==> images/met1.png <==
Bar = 20 um. Supply wires on this layer in grey.
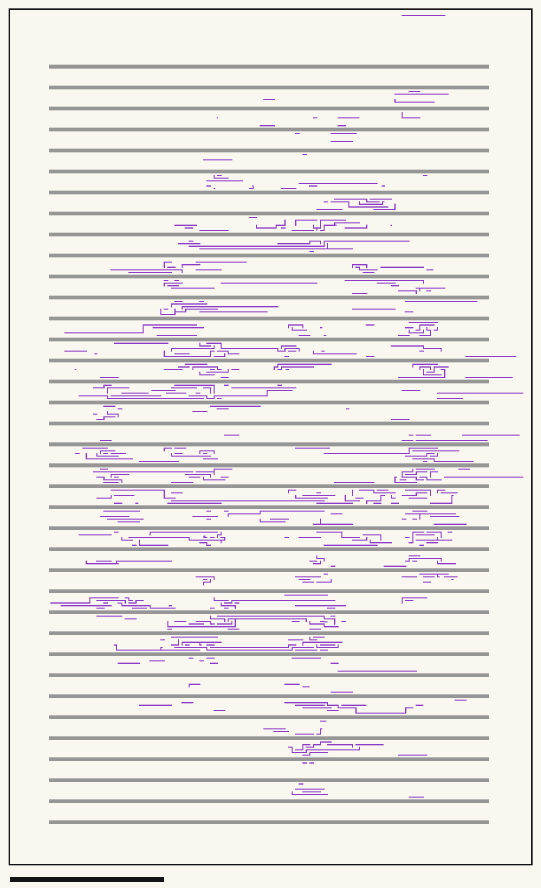
==> images/met2.png <==
Cells faint in the background.
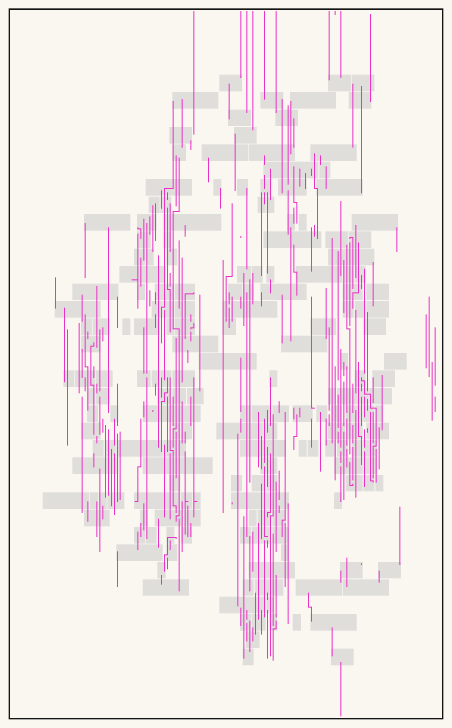
==> images/met3.png <==
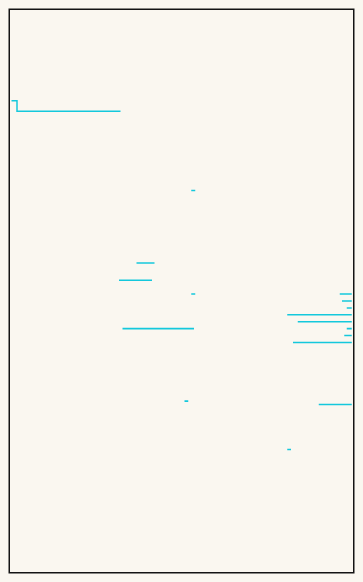
==> images/cell_classes.png <==
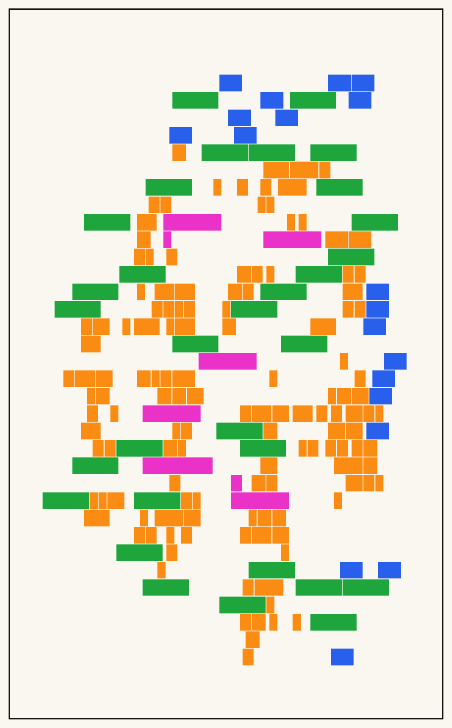
==> images/final_congestion.png <==
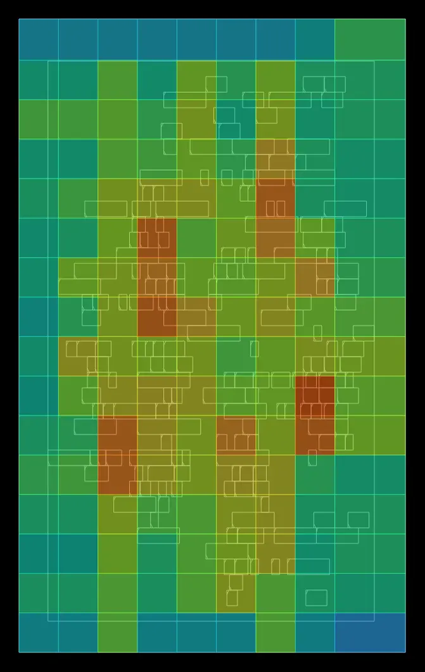
===== src/rtl/mha_matmul_scheduler.sv =====
// rtl/mha_matmul_scheduler.sv - round-robin time-sharing sequencer for one shared Qn*KnT matmul
//
// Purpose: arbitrates NUM_HEADS ping-pong bridge buffers onto a single
// multi_matmul_wrapper instance. It drives the head-select mux and sequences
// the matmul reset/enable/accumulator clear. It also pulses a release back to
// the served head so that head can swap banks.
//
// Ports:
//   clk                     clock
//   rst_n                   synchronous active-low reset
//   head_ready              per-head level: bank full, ready to be consumed
//   acc_done_wrap           matmul pulse: one output block accumulated
//   systolic_finish_wrap    matmul pulse: whole tile finished
//   sel_head                index of the head routed to the matmul inputs
//   head_release            one-hot 1-cycle pulse: served head's bank consumed
//   internal_rst_n_ctrl     active-low reset to the matmul
//   internal_reset_acc_ctrl accumulator clear to the matmul
//   enable_matmul           matmul enable
//   out_valid               result word valid on the matmul output
//   busy                    high whenever the sequencer is not idle
//   err_timeout             sticky: a tile ran TIMEOUT cycles without finishing
module mha_matmul_scheduler #(
    parameter int NUM_HEADS  = 4,
    parameter int HEAD_W     = $clog2(NUM_HEADS),
    parameter int RST_CYCLES = 2,
    parameter int TIMEOUT    = 4096
) (
    input  logic                 clk,
    input  logic                 rst_n,
    input  logic [NUM_HEADS-1:0] head_ready,
    input  logic                 acc_done_wrap,
    input  logic                 systolic_finish_wrap,
    output logic [HEAD_W-1:0]    sel_head,
    output logic [NUM_HEADS-1:0] head_release,
    output logic                 internal_rst_n_ctrl,
    output logic                 internal_reset_acc_ctrl,
    output logic                 enable_matmul,
    output logic                 out_valid,
    output logic                 busy,
    output logic                 err_timeout
);

    localparam int RCNT_W = $clog2(RST_CYCLES + 1);
    localparam int TCNT_W = $clog2(TIMEOUT + 1);

    typedef enum logic [2:0] {
        S_IDLE,
        S_GRANT,
        S_MRST,
        S_RUN,
        S_RELEASE
    } state_t;

    state_t              state_q, state_d;
    logic [HEAD_W-1:0]   ptr_q, ptr_d;
    logic [HEAD_W-1:0]   sel_q, sel_d;
    logic [RCNT_W-1:0]   rcnt_q, rcnt_d;
    logic [TCNT_W-1:0]   tcnt_q, tcnt_d;
    logic                err_q, err_d;
    logic [NUM_HEADS-1:0] rel_q, rel_d;
    logic                rst_ctrl_q, rst_ctrl_d;
    logic                racc_q, racc_d;
    logic                en_q, en_d;
    logic                ov_q, ov_d;
    logic                busy_q, busy_d;

    logic                found;
    logic [HEAD_W-1:0]   pick;
    logic [HEAD_W:0]     cand;
    logic [HEAD_W:0]     ptr_nxt;
    logic [NUM_HEADS-1:0] sel_oh;

    assign sel_oh = NUM_HEADS'(1) << sel_q;

    // Round-robin search: first ready head at or above the pointer, wrapping.
    // cand is one bit wider so pointer + offset never overflows before the wrap.
    always_comb begin
        found = 1'b0;
        pick  = ptr_q;
        cand  = '0;
        for (int i = 0; i < NUM_HEADS; i++) begin
            cand = {1'b0, ptr_q} + (HEAD_W + 1)'(i);
            if (cand >= (HEAD_W + 1)'(NUM_HEADS)) begin
                cand = cand - (HEAD_W + 1)'(NUM_HEADS);
            end
            if (!found && head_ready[cand[HEAD_W-1:0]]) begin
                found = 1'b1;
                pick  = cand[HEAD_W-1:0];
            end
        end
    end

    always_comb begin
        ptr_nxt = {1'b0, pick} + (HEAD_W + 1)'(1);
        if (ptr_nxt == (HEAD_W + 1)'(NUM_HEADS)) begin
            ptr_nxt = '0;
        end
    end

    always_comb begin
        state_d = state_q;
        ptr_d   = ptr_q;
        sel_d   = sel_q;
        rcnt_d  = rcnt_q;
        tcnt_d  = tcnt_q;
        err_d   = err_q;
        case (state_q)
            S_IDLE: begin
                if (|head_ready) begin
                    state_d = S_GRANT;
                end
            end
            S_GRANT: begin
                // Ready may have dropped since IDLE saw it; fall back without a grant.
                if (found) begin
                    sel_d   = pick;
                    ptr_d   = ptr_nxt[HEAD_W-1:0];
                    rcnt_d  = '0;
                    state_d = S_MRST;
                end else begin
                    state_d = S_IDLE;
                end
            end
            S_MRST: begin
                if (rcnt_q == RCNT_W'(RST_CYCLES - 1)) begin
                    tcnt_d  = '0;
                    state_d = S_RUN;
                end else begin
                    rcnt_d = rcnt_q + RCNT_W'(1);
                end
            end
            S_RUN: begin
                tcnt_d = tcnt_q + TCNT_W'(1);
                if (systolic_finish_wrap) begin
                    state_d = S_RELEASE;
                end else if (tcnt_q == TCNT_W'(TIMEOUT - 1)) begin
                    err_d   = 1'b1;
                    state_d = S_RELEASE;
                end
            end
            S_RELEASE: begin
                // The released head is mid bank-swap, so its own ready bit
                // must not trigger another grant this cycle.
                if (|(head_ready & ~sel_oh)) begin
                    state_d = S_GRANT;
                end else begin
                    state_d = S_IDLE;
                end
            end
            default: state_d = S_IDLE;
        endcase
    end

    // Outputs are registered from the next state so they line up with the
    // state they describe. Accumulator events are delayed exactly one cycle,
    // which lets a pulse coincident with finish land in RELEASE.
    always_comb begin
        rst_ctrl_d = (state_d != S_MRST);
        en_d       = (state_d == S_RUN);
        busy_d     = (state_d != S_IDLE);
        rel_d      = (state_d == S_RELEASE) ? (NUM_HEADS'(1) << sel_d) : '0;
        ov_d       = (state_q == S_RUN) && acc_done_wrap;
        racc_d     = (state_q == S_RUN) && acc_done_wrap;
    end

    always_ff @(posedge clk) begin
        if (!rst_n) begin
            state_q    <= S_IDLE;
            ptr_q      <= '0;
            sel_q      <= '0;
            rcnt_q     <= '0;
            tcnt_q     <= '0;
            err_q      <= 1'b0;
            rel_q      <= '0;
            rst_ctrl_q <= 1'b0;
            racc_q     <= 1'b0;
            en_q       <= 1'b0;
            ov_q       <= 1'b0;
            busy_q     <= 1'b0;
        end else begin
            state_q    <= state_d;
            ptr_q      <= ptr_d;
            sel_q      <= sel_d;
            rcnt_q     <= rcnt_d;
            tcnt_q     <= tcnt_d;
            err_q      <= err_d;
            rel_q      <= rel_d;
            rst_ctrl_q <= rst_ctrl_d;
            racc_q     <= racc_d;
            en_q       <= en_d;
            ov_q       <= ov_d;
            busy_q     <= busy_d;
        end
    end

    assign sel_head                = sel_q;
    assign head_release            = rel_q;
    assign internal_rst_n_ctrl     = rst_ctrl_q;
    assign internal_reset_acc_ctrl = racc_q;
    assign enable_matmul           = en_q;
    assign out_valid               = ov_q;
    assign busy                    = busy_q;
    assign err_timeout             = err_q;

endmodule


===== config.mk =====
export PLATFORM = sky130hd
export DESIGN_NAME = mha_matmul_scheduler
export DESIGN_NICKNAME = d
export VERILOG_FILES = /design/src/rtl/mha_matmul_scheduler.sv
export SDC_FILE = /design/constraint.sdc
export NUM_CORES = 1
export LEC_CHECK = 0
export ABC_CLOCK_PERIOD_IN_PS = 3700
export CAP_MARGIN = 20
export CORE_ASPECT_RATIO = 1.75
export CORE_MARGIN = 5
export CORE_UTILIZATION = 25
export CTS_BUF_LIST = sky130_fd_sc_hd__clkbuf_16
export CTS_CLUSTER_SIZE = 8
export DETAILED_ROUTE_END_ITERATION = 12
export PLACE_DENSITY_LB_ADDON = 0.12
export SYNTH_ARGS = -nofsm -noshare
export SYNTH_HDL_FRONTEND = slang
export SYNTH_SLANG_ARGS = --single-unit

===== constraint.sdc =====
create_clock -name clk -period 3.7 [get_ports clk]
set_input_delay 0.74 -clock clk [delete_from_list [all_inputs] [get_ports clk]]
set_output_delay 0.74 -clock clk [all_outputs]
set_load 0.01 [all_outputs]

==> impl_metrics.ini <==
; generated from flow reports
[layout]
synthToLayoutAreaGrowth_pct = 29.2
lay_top_cells = dfxtp_1, a21oi_1, clkdlybuf4s50_1, nor2_1, o21ai_0
clock_area_share_pct = 8.76
buffers = 19
layout.nonclk_buf_share_pct = 10.2
largest_reg_flops = 13
layout.cells.most_common = dfxtp_1
comb_area_share_pct = 41.2

[setup_path]
crit_cells = 6
r2r-end = tcnt_q[9]
crit_slowest_cell = clkdlybuf4s50_1
critPathTopFamily = simple AND/OR/NAND/NOR gates
critPathKind = in -> reg

[final_timing]
period_used_pct = 68.3
whs_ns = 0.475
rsz0062_at_grt = no

[status]
status = completed

[cts]
clkTransAtPathRegs_ns = 0.05
post_cts_buffers = 0
clkLatencyLatePin_ns = 0.27
clock-sinks = 31

[detailed_routing]
drtPass1Iterations = 4
dr.first_iter.drc_count = 46
met3_length_um = 93

[worst_hold_path]
hold_path_class = reg -> reg
hold_depth = 2

[power]
comb_power_uw = 126
pg_clk_uw = 451
peakVddDrop_mv = 0.230
p_seq_uw = 369
power_switching_uw = 226

[yosys]
flop_cell = dfxtp_1
ys_area_um2 = 1450
synthMuxAreaShare_pct = 2.16
synth_cells = 171
yosysTopAreaCellShare_pct = 42.8
ys_async_sr_fraction_pct = 0

[placed_design]
dpl.hpwl_mm = 2.93
placed_area_um2 = 1710

[floorplan]
die_h_um = 111
fp.dieW_um = 67.5
taps = 76
-- met1.png (at the start) --
wire length on this layer: 1,420 um
nets with wire on the layer: 187
longest straight run: 19.8 um
main direction: horizontal
met1 GRT Util: 11.3%
drt total wl: 3.84 mm
DR vias: 1,331

-- met2.png (at the start) --
nets with wire on the layer: 174
share of all routed wire: 58%
GR Util met2: 21.1%

-- met3.png (at the start) --
main direction: horizontal
nets with wire on the layer: 12
share of all routed wire: 2.4%
longest straight run: 20.2 um
M3 GR Usage: 2.54%

-- cell_classes.png (at the start) --
legend:
  all other logic:
    colour: orange
    cells: 134
    share_of_their_area: 45%
  other buffers and delay cells:
    colour: blue
    cells: 19
    share_of_their_area: 11%
  clock drivers and dummy loads:
    colour: magenta
    cells: 8
    share_of_their_area: 9.2%
  flops:
    colour: green
    cells: 31
    share_of_their_area: 35%
Core Footprint: 5590 um2
row cnt: 36
fin util: 33.5%
post-route cell area: 1870 um2
Seq area share: 33.2%

-- final_congestion.png (at the start) --
grt peak-use layer: met2
GRT Total Usage: 11.4%
WL/cell: 14.3 um

